$ cat config.mk
export PLATFORM = sky130hd
export DESIGN_NAME = alien_hit_detect
export DESIGN_NICKNAME = d
export VERILOG_FILES = /design/src/rtl/alien_hit_detect.sv
export SDC_FILE = /design/constraint.sdc
export NUM_CORES = 1
export LEC_CHECK = 0
export ABC_AREA = 1
export CAP_MARGIN = 10
export CORE_ASPECT_RATIO = 1.1
export CORE_MARGIN = 4
export CORE_UTILIZATION = 30
export DETAILED_ROUTE_END_ITERATION = 10
export PLACE_DENSITY_LB_ADDON = 0.15
export SLEW_MARGIN = 20
export SYNTH_ARGS = -nofsm -noshare
export SYNTH_HDL_FRONTEND = slang
export SYNTH_SLANG_ARGS = --single-unit
$ cat constraint.sdc
create_clock -name frame_clk -period 5.91 [get_ports frame_clk]
set_input_delay 1.4775 -clock frame_clk [delete_from_list [all_inputs] [get_ports frame_clk]]
set_output_delay 1.4775 -clock frame_clk [all_outputs]
set_load 0.01 [all_outputs]
$ cat src/rtl/alien_hit_detect.sv
// Alien formation: alive bitmap, marching grid, bullet collision, score and wave clear.
// Optional ALIEN_SPEEDUP_EN shortens the march period as the formation thins out.
module alien_hit_detect #(
  parameter int ROWS     = 5,
  parameter int COLS     = 11,
  parameter int ALIEN_W  = 16,
  parameter int ALIEN_H  = 8,
  parameter int PITCH_X  = 24,
  parameter int PITCH_Y  = 16,
  parameter int START_X  = 64,
  parameter int START_Y  = 48,
  parameter int STEP_X   = 2,
  parameter int STEP_Y   = 8,
  parameter int X_MIN    = 16,
  parameter int X_MAX    = 623,
  parameter int MOVE_DIV = 8
) (
  input  logic                 frame_clk,
  input  logic                 Reset,
  input  logic [9:0]           bullet_X,
  input  logic [9:0]           bullet_Y,
  input  logic                 bullet_on_screen,
  output logic                 hit,
  output logic [ROWS*COLS-1:0] alien_alive,
  output logic [9:0]           grid_X,
  output logic [9:0]           grid_Y,
  output logic [15:0]          score,
  output logic                 wave_clear
);

  localparam int N     = ROWS * COLS;
  localparam int SPAN  = (COLS - 1) * PITCH_X + ALIEN_W - 1;
  localparam int DIV_W = (MOVE_DIV > 1) ? $clog2(MOVE_DIV) : 1;
  localparam int PER_W = DIV_W + 1;
  localparam logic [PER_W-1:0] PERIOD_FULL = PER_W'(MOVE_DIV);

  typedef enum logic {DIR_RIGHT = 1'b0, DIR_LEFT = 1'b1} dir_t;

  dir_t             dir, dir_n;
  logic [DIV_W-1:0] divider, div_n;
  logic [PER_W-1:0] period;
  logic             wrap;

  logic [N-1:0]     in_box, cand, kill, alive_n;
  logic             det_found;
  logic [15:0]      det_pts;
  logic             hit_n, wave_n;
  logic [15:0]      score_n;
  logic [16:0]      score_sum;
  logic [9:0]       gx_n, gy_n;

  logic [10:0]      gx11, gy11, bx11, by11;
  logic [10:0]      nx_r, nx_l;
  logic             right_ok, left_ok;

  assign gx11 = {1'b0, grid_X};
  assign gy11 = {1'b0, grid_Y};
  assign bx11 = {1'b0, bullet_X};
  assign by11 = {1'b0, bullet_Y};

  for (genvar r = 0; r < ROWS; r++) begin : g_row
    for (genvar c = 0; c < COLS; c++) begin : g_col
      logic [10:0] x_lo, y_lo;
      assign x_lo = gx11 + 11'(c * PITCH_X);
      assign y_lo = gy11 + 11'(r * PITCH_Y);
      assign in_box[r*COLS+c] = (bx11 >= x_lo) && (bx11 <= x_lo + 11'(ALIEN_W - 1)) &&
                                (by11 >= y_lo) && (by11 <= y_lo + 11'(ALIEN_H - 1));
    end
  end

  // A pending hit masks detection so the retiring bullet is never counted twice.
  assign cand = in_box & alien_alive & {N{bullet_on_screen & ~hit}};

  // NOTE: every variable written in an always_comb gets a default first, so no path can infer a latch.
  always_comb begin
    kill      = '0;
    det_found = 1'b0;
    det_pts   = '0;
    // Later matches overwrite earlier ones: highest row wins, then lowest column.
    for (int r = 0; r < ROWS; r++) begin
      for (int c = COLS - 1; c >= 0; c--) begin
        if (cand[r*COLS+c]) begin
          det_found        = 1'b1;
          kill             = '0;
          kill[r*COLS+c]   = 1'b1;
          det_pts          = 16'(10 * (ROWS - r));
        end
      end
    end
  end

`ifdef ALIEN_SPEEDUP_EN
  localparam int CNT_W = $clog2(N + 1);
  logic [CNT_W-1:0] live_cnt;

  always_comb begin
    live_cnt = '0;
    for (int i = 0; i < N; i++) live_cnt = live_cnt + CNT_W'(alien_alive[i]);
  end

  always_comb begin
    period = PERIOD_FULL;
    if (live_cnt == CNT_W'(1))                     period = PER_W'(1);
    else if (live_cnt <= CNT_W'(8))                period = PERIOD_FULL >> 2;
    else if ({live_cnt, 1'b0} <= (CNT_W + 1)'(N))  period = PERIOD_FULL >> 1;
  end
`else
  assign period = PERIOD_FULL;
`endif

  // Using >= lets a shortened period fire immediately when the divider is already past it.
  assign wrap = (period <= PER_W'(1)) || ({1'b0, divider} >= period - PER_W'(1));

  assign nx_r     = gx11 + 11'(STEP_X);
  assign nx_l     = gx11 - 11'(STEP_X);
  assign right_ok = (nx_r + 11'(SPAN)) <= 11'(X_MAX);
  assign left_ok  = gx11 >= 11'(X_MIN + STEP_X);

  assign score_sum = {1'b0, score} + {1'b0, det_pts};

  always_comb begin
    hit_n   = det_found;
    wave_n  = 1'b0;
    alive_n = alien_alive & ~kill;
    score_n = score_sum[16] ? 16'hFFFF : score_sum[15:0];
    gx_n    = grid_X;
    gy_n    = grid_Y;
    dir_n   = dir;
    div_n   = wrap ? '0 : divider + DIV_W'(1);

    if (wrap) begin
      if (dir == DIR_RIGHT && right_ok)     gx_n = 10'(nx_r);
      else if (dir == DIR_LEFT && left_ok)  gx_n = 10'(nx_l);
      else begin
        gy_n  = grid_Y + 10'(STEP_Y);
        dir_n = (dir == DIR_RIGHT) ? DIR_LEFT : DIR_RIGHT;
      end
    end

    if (alien_alive == '0) begin
      wave_n  = 1'b1;
      alive_n = '1;
      gx_n    = 10'(START_X);
      gy_n    = 10'(START_Y);
      dir_n   = DIR_RIGHT;
      div_n   = '0;
    end
  end

  // NOTE: sequential state uses non-blocking assignments so every register samples pre-edge values.
  always_ff @(posedge frame_clk) begin
    if (Reset) begin
      hit         <= 1'b0;
      wave_clear  <= 1'b0;
      score       <= '0;
      alien_alive <= '1;
      grid_X      <= 10'(START_X);
      grid_Y      <= 10'(START_Y);
      dir         <= DIR_RIGHT;
      divider     <= '0;
    end else begin
      hit         <= hit_n;
      wave_clear  <= wave_n;
      score       <= score_n;
      alien_alive <= alive_n;
      grid_X      <= gx_n;
      grid_Y      <= gy_n;
      dir         <= dir_n;
      divider     <= div_n;
    end
  end

endmodule
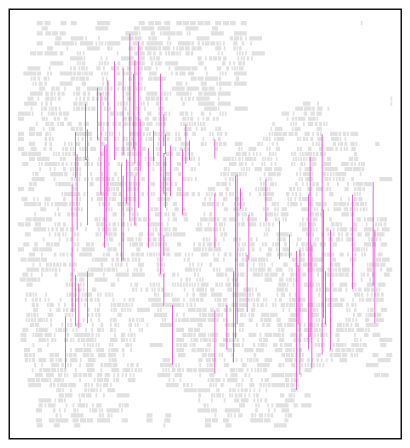
Figure 1: the metal 4 layer.
wire length on this layer = 2,830 um
nets with wire on the layer = 53
via count: 16,424
final WL: 61,300 um

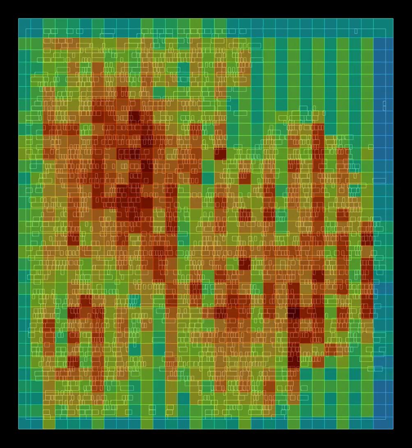
Figure 2: congestion heat map.
global-route met2 utilization: 0.418
routed length per placed instance: 19.1 um
final core utilization: 0.400
met3 Usage GRT: 0.0282
met1 Usage GRT: 0.309

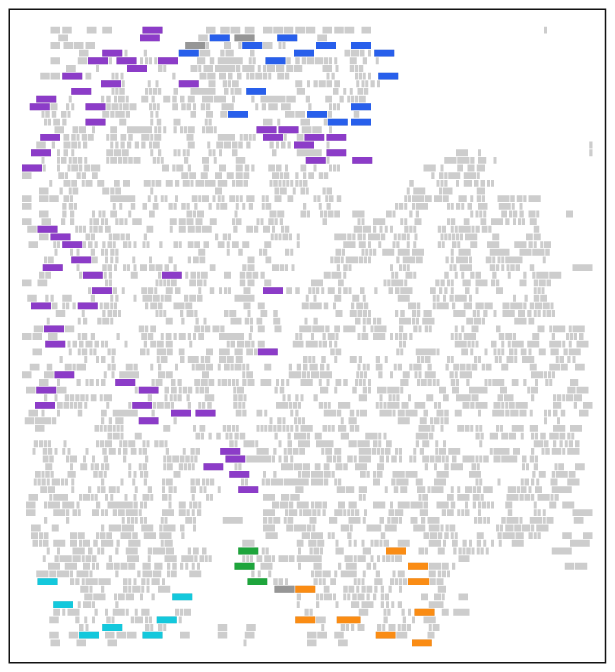
Figure 3: where the registers sit.
blue -> score  # placed flops 16, where top middle
cyan -> grid_Y  # placed flops 7, where bottom left
green -> divider  # placed flops 3
purple -> alien_alive  # placed flops 55
orange -> grid_X  # placed flops 9
register area: 1870 um2
sequential share of cell area: 0.104
seq pwr: 0.641 mW

==> impl_metrics.csv <==
group,metric,value,unit
grt,busiest_layer,"met2",
floorplanning,tap-cell-count,581,
yosys,synth-xor-area-share,0.0549,
yosys,fa_ha_area_frac,0.170,
min_path,holdCritPathClass,"reg2reg",
min_path,min_to,"divider[0]$_SDFF_PP0_",
critical_path,reg2reg_from,"grid_X[4]$_SDFFE_PP0P_",
sta,skew,15.8,ps
grt,gr-total-overflow,0,
clock_network,cts_root_buffer,"clkbuf_16",
grt,grt_use_total,0.245,
yosys,top_area_frac,0.169,
yosys,synthArstFlopShare,0,
placed_design,dp_cells,3187,
sta,slew_headroom,0.503,
power,switchingPower,0.694,mW
placed_design,post-place-ws,-194,ps
floorplanning,fp.dieW,211,um
critical_path,worstReg2RegEnd,"score[11]$_SDFF_PP0_",
clock_network,cts_tree,"yes",
critical_path,end_kind,"register",
yosys,synthAoiAreaFrac,0.0946,
detailed_routing,wl_met3,3160,um
yosys,area_leaders,"ha_1 (17%), nand2_1 (17%), dfxtp_1 (14%), inv_1 (7.8%), nand3_1 (6.9%)",
sta,whs,446,ps
yosys,synthFlopType,"dfxtp_1",
yosys,yosysMostFrequentCell,"nand2_1",
final_layout,reg.largest.list,"alien_alive x55, score x16, grid_X x9",
power,power,1.86,mW
detailed_routing,routed.top_layer,"met4",
detailed_routing,drc,0,
final_layout,nonClkBufAreaFrac,0.184,
clock_network,clock_sinks,93,
final_layout,ff_count,93,
clock_network,holdBufCountCts,0,
final_layout,stdcell_count,3205,
critical_path,endpoint,"score[11]$_SDFF_PP0_",
final_layout,n_clock_buffer,9,
power,sw_frac_of_total,0.374,
detailed_routing,met1_length,26400,um
yosys,yosysUniqueCellTypes,59,
power,power_leader,"registers",
yosys,largest_area_cell,"ha_1",
sta,period_needed,5630,ps
final_layout,nets,2827,
grt,grt_pass1_vias,16017,
final_layout,comb.multi_input.count,1812,
critical_path,rr_worst_depth,39,
clock_network,cts_setup_buffers,0,
detailed_routing,antenna_left,0,
yosys,ys_ff,93,
critical_path,arrival,5900,ps
floorplanning,die_height,232,um
clock_network,htree_levels,3,
critical_path,slowest_stage,"clkdlybuf4s50_1",
power,pwr-share-seq,0.345,
yosys,synth_stat.cells,2255,
clock_network,cts_inserted_buffers,9,
status,status,"complete, no violations",
final_layout,area_growth,31.3,%
detailed_routing,wl_met2,28900,um
critical_path,cp.depth,29,
critical_path,worstPathRequired,6180,ps
sta,hold_viol_final,0,
yosys,postSynthAreaPerCell,6.04,um2
power,power.internal,1.16,mW
critical_path,critical-path-top-delay-family,"buffers and inverters",
final_layout,nNonClkInverters,319,
critical_path,cpPeakStageDelay,510,ps
final_layout,layout_top_cell,"nand2_1",
sta,final.setup.tns,0,ps
final_layout,regMostFlops,"alien_alive",
final_layout,logic_area,10500,um2
min_path,worstHoldStart,"divider[0]$_SDFF_PP0_",
power,power.density,104,nW/um2
grt,grt_max_degree,55,
yosys,postSynthSeqShare,0.137,
final_layout,clock_area_frac,0.0159,
clock_network,cts_resized,0,
grt,antenna_found_initial,0,
critical_path,critical_path_buf_inv_count,8,
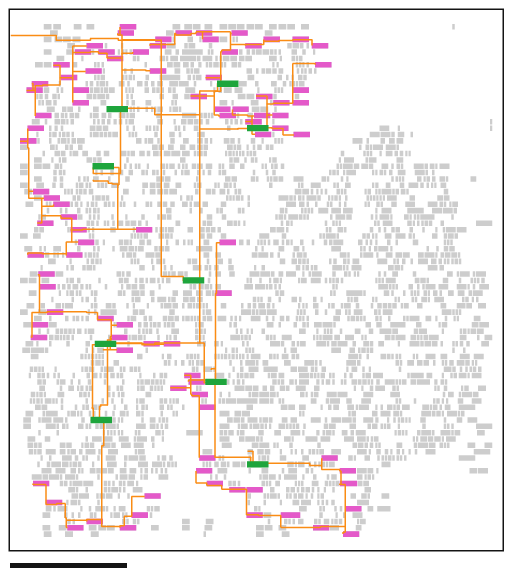
Figure 4: clock network drawn from the DEF.
Bar = 50 um.
orange -> clock wires  # length 1,760 um
green -> clock-net drivers  # count 9
magenta -> flip-flops  # count 93
routed clock nets = 10
Clock Latency Late Sink: 390 ps
Clock Power: 0.597 mW
Clock power frac: 0.321

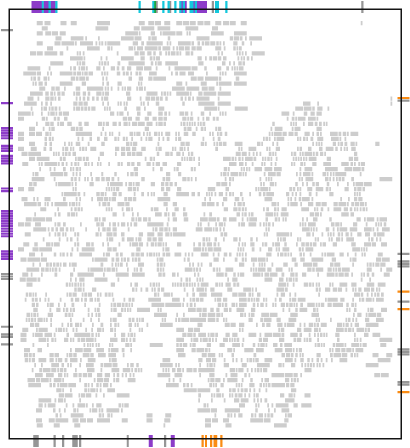
Figure 5: I/O pins on the die edge.
Pins as bars across the die edge, other pins in grey.
cyan -> score  # pins 16, direction output, edge top
purple -> alien_alive  # pins 55, direction output, edge 30 left, 21 top, 4 bottom
orange -> grid_X  # pins 10, direction output, edge 6 bottom, 4 right
green -> hit  # pins 1, direction output, edge top
all pins by edge = 42 top, 38 left, 21 bottom, 15 right

Power is estimated from default activity; no workload was simulated.
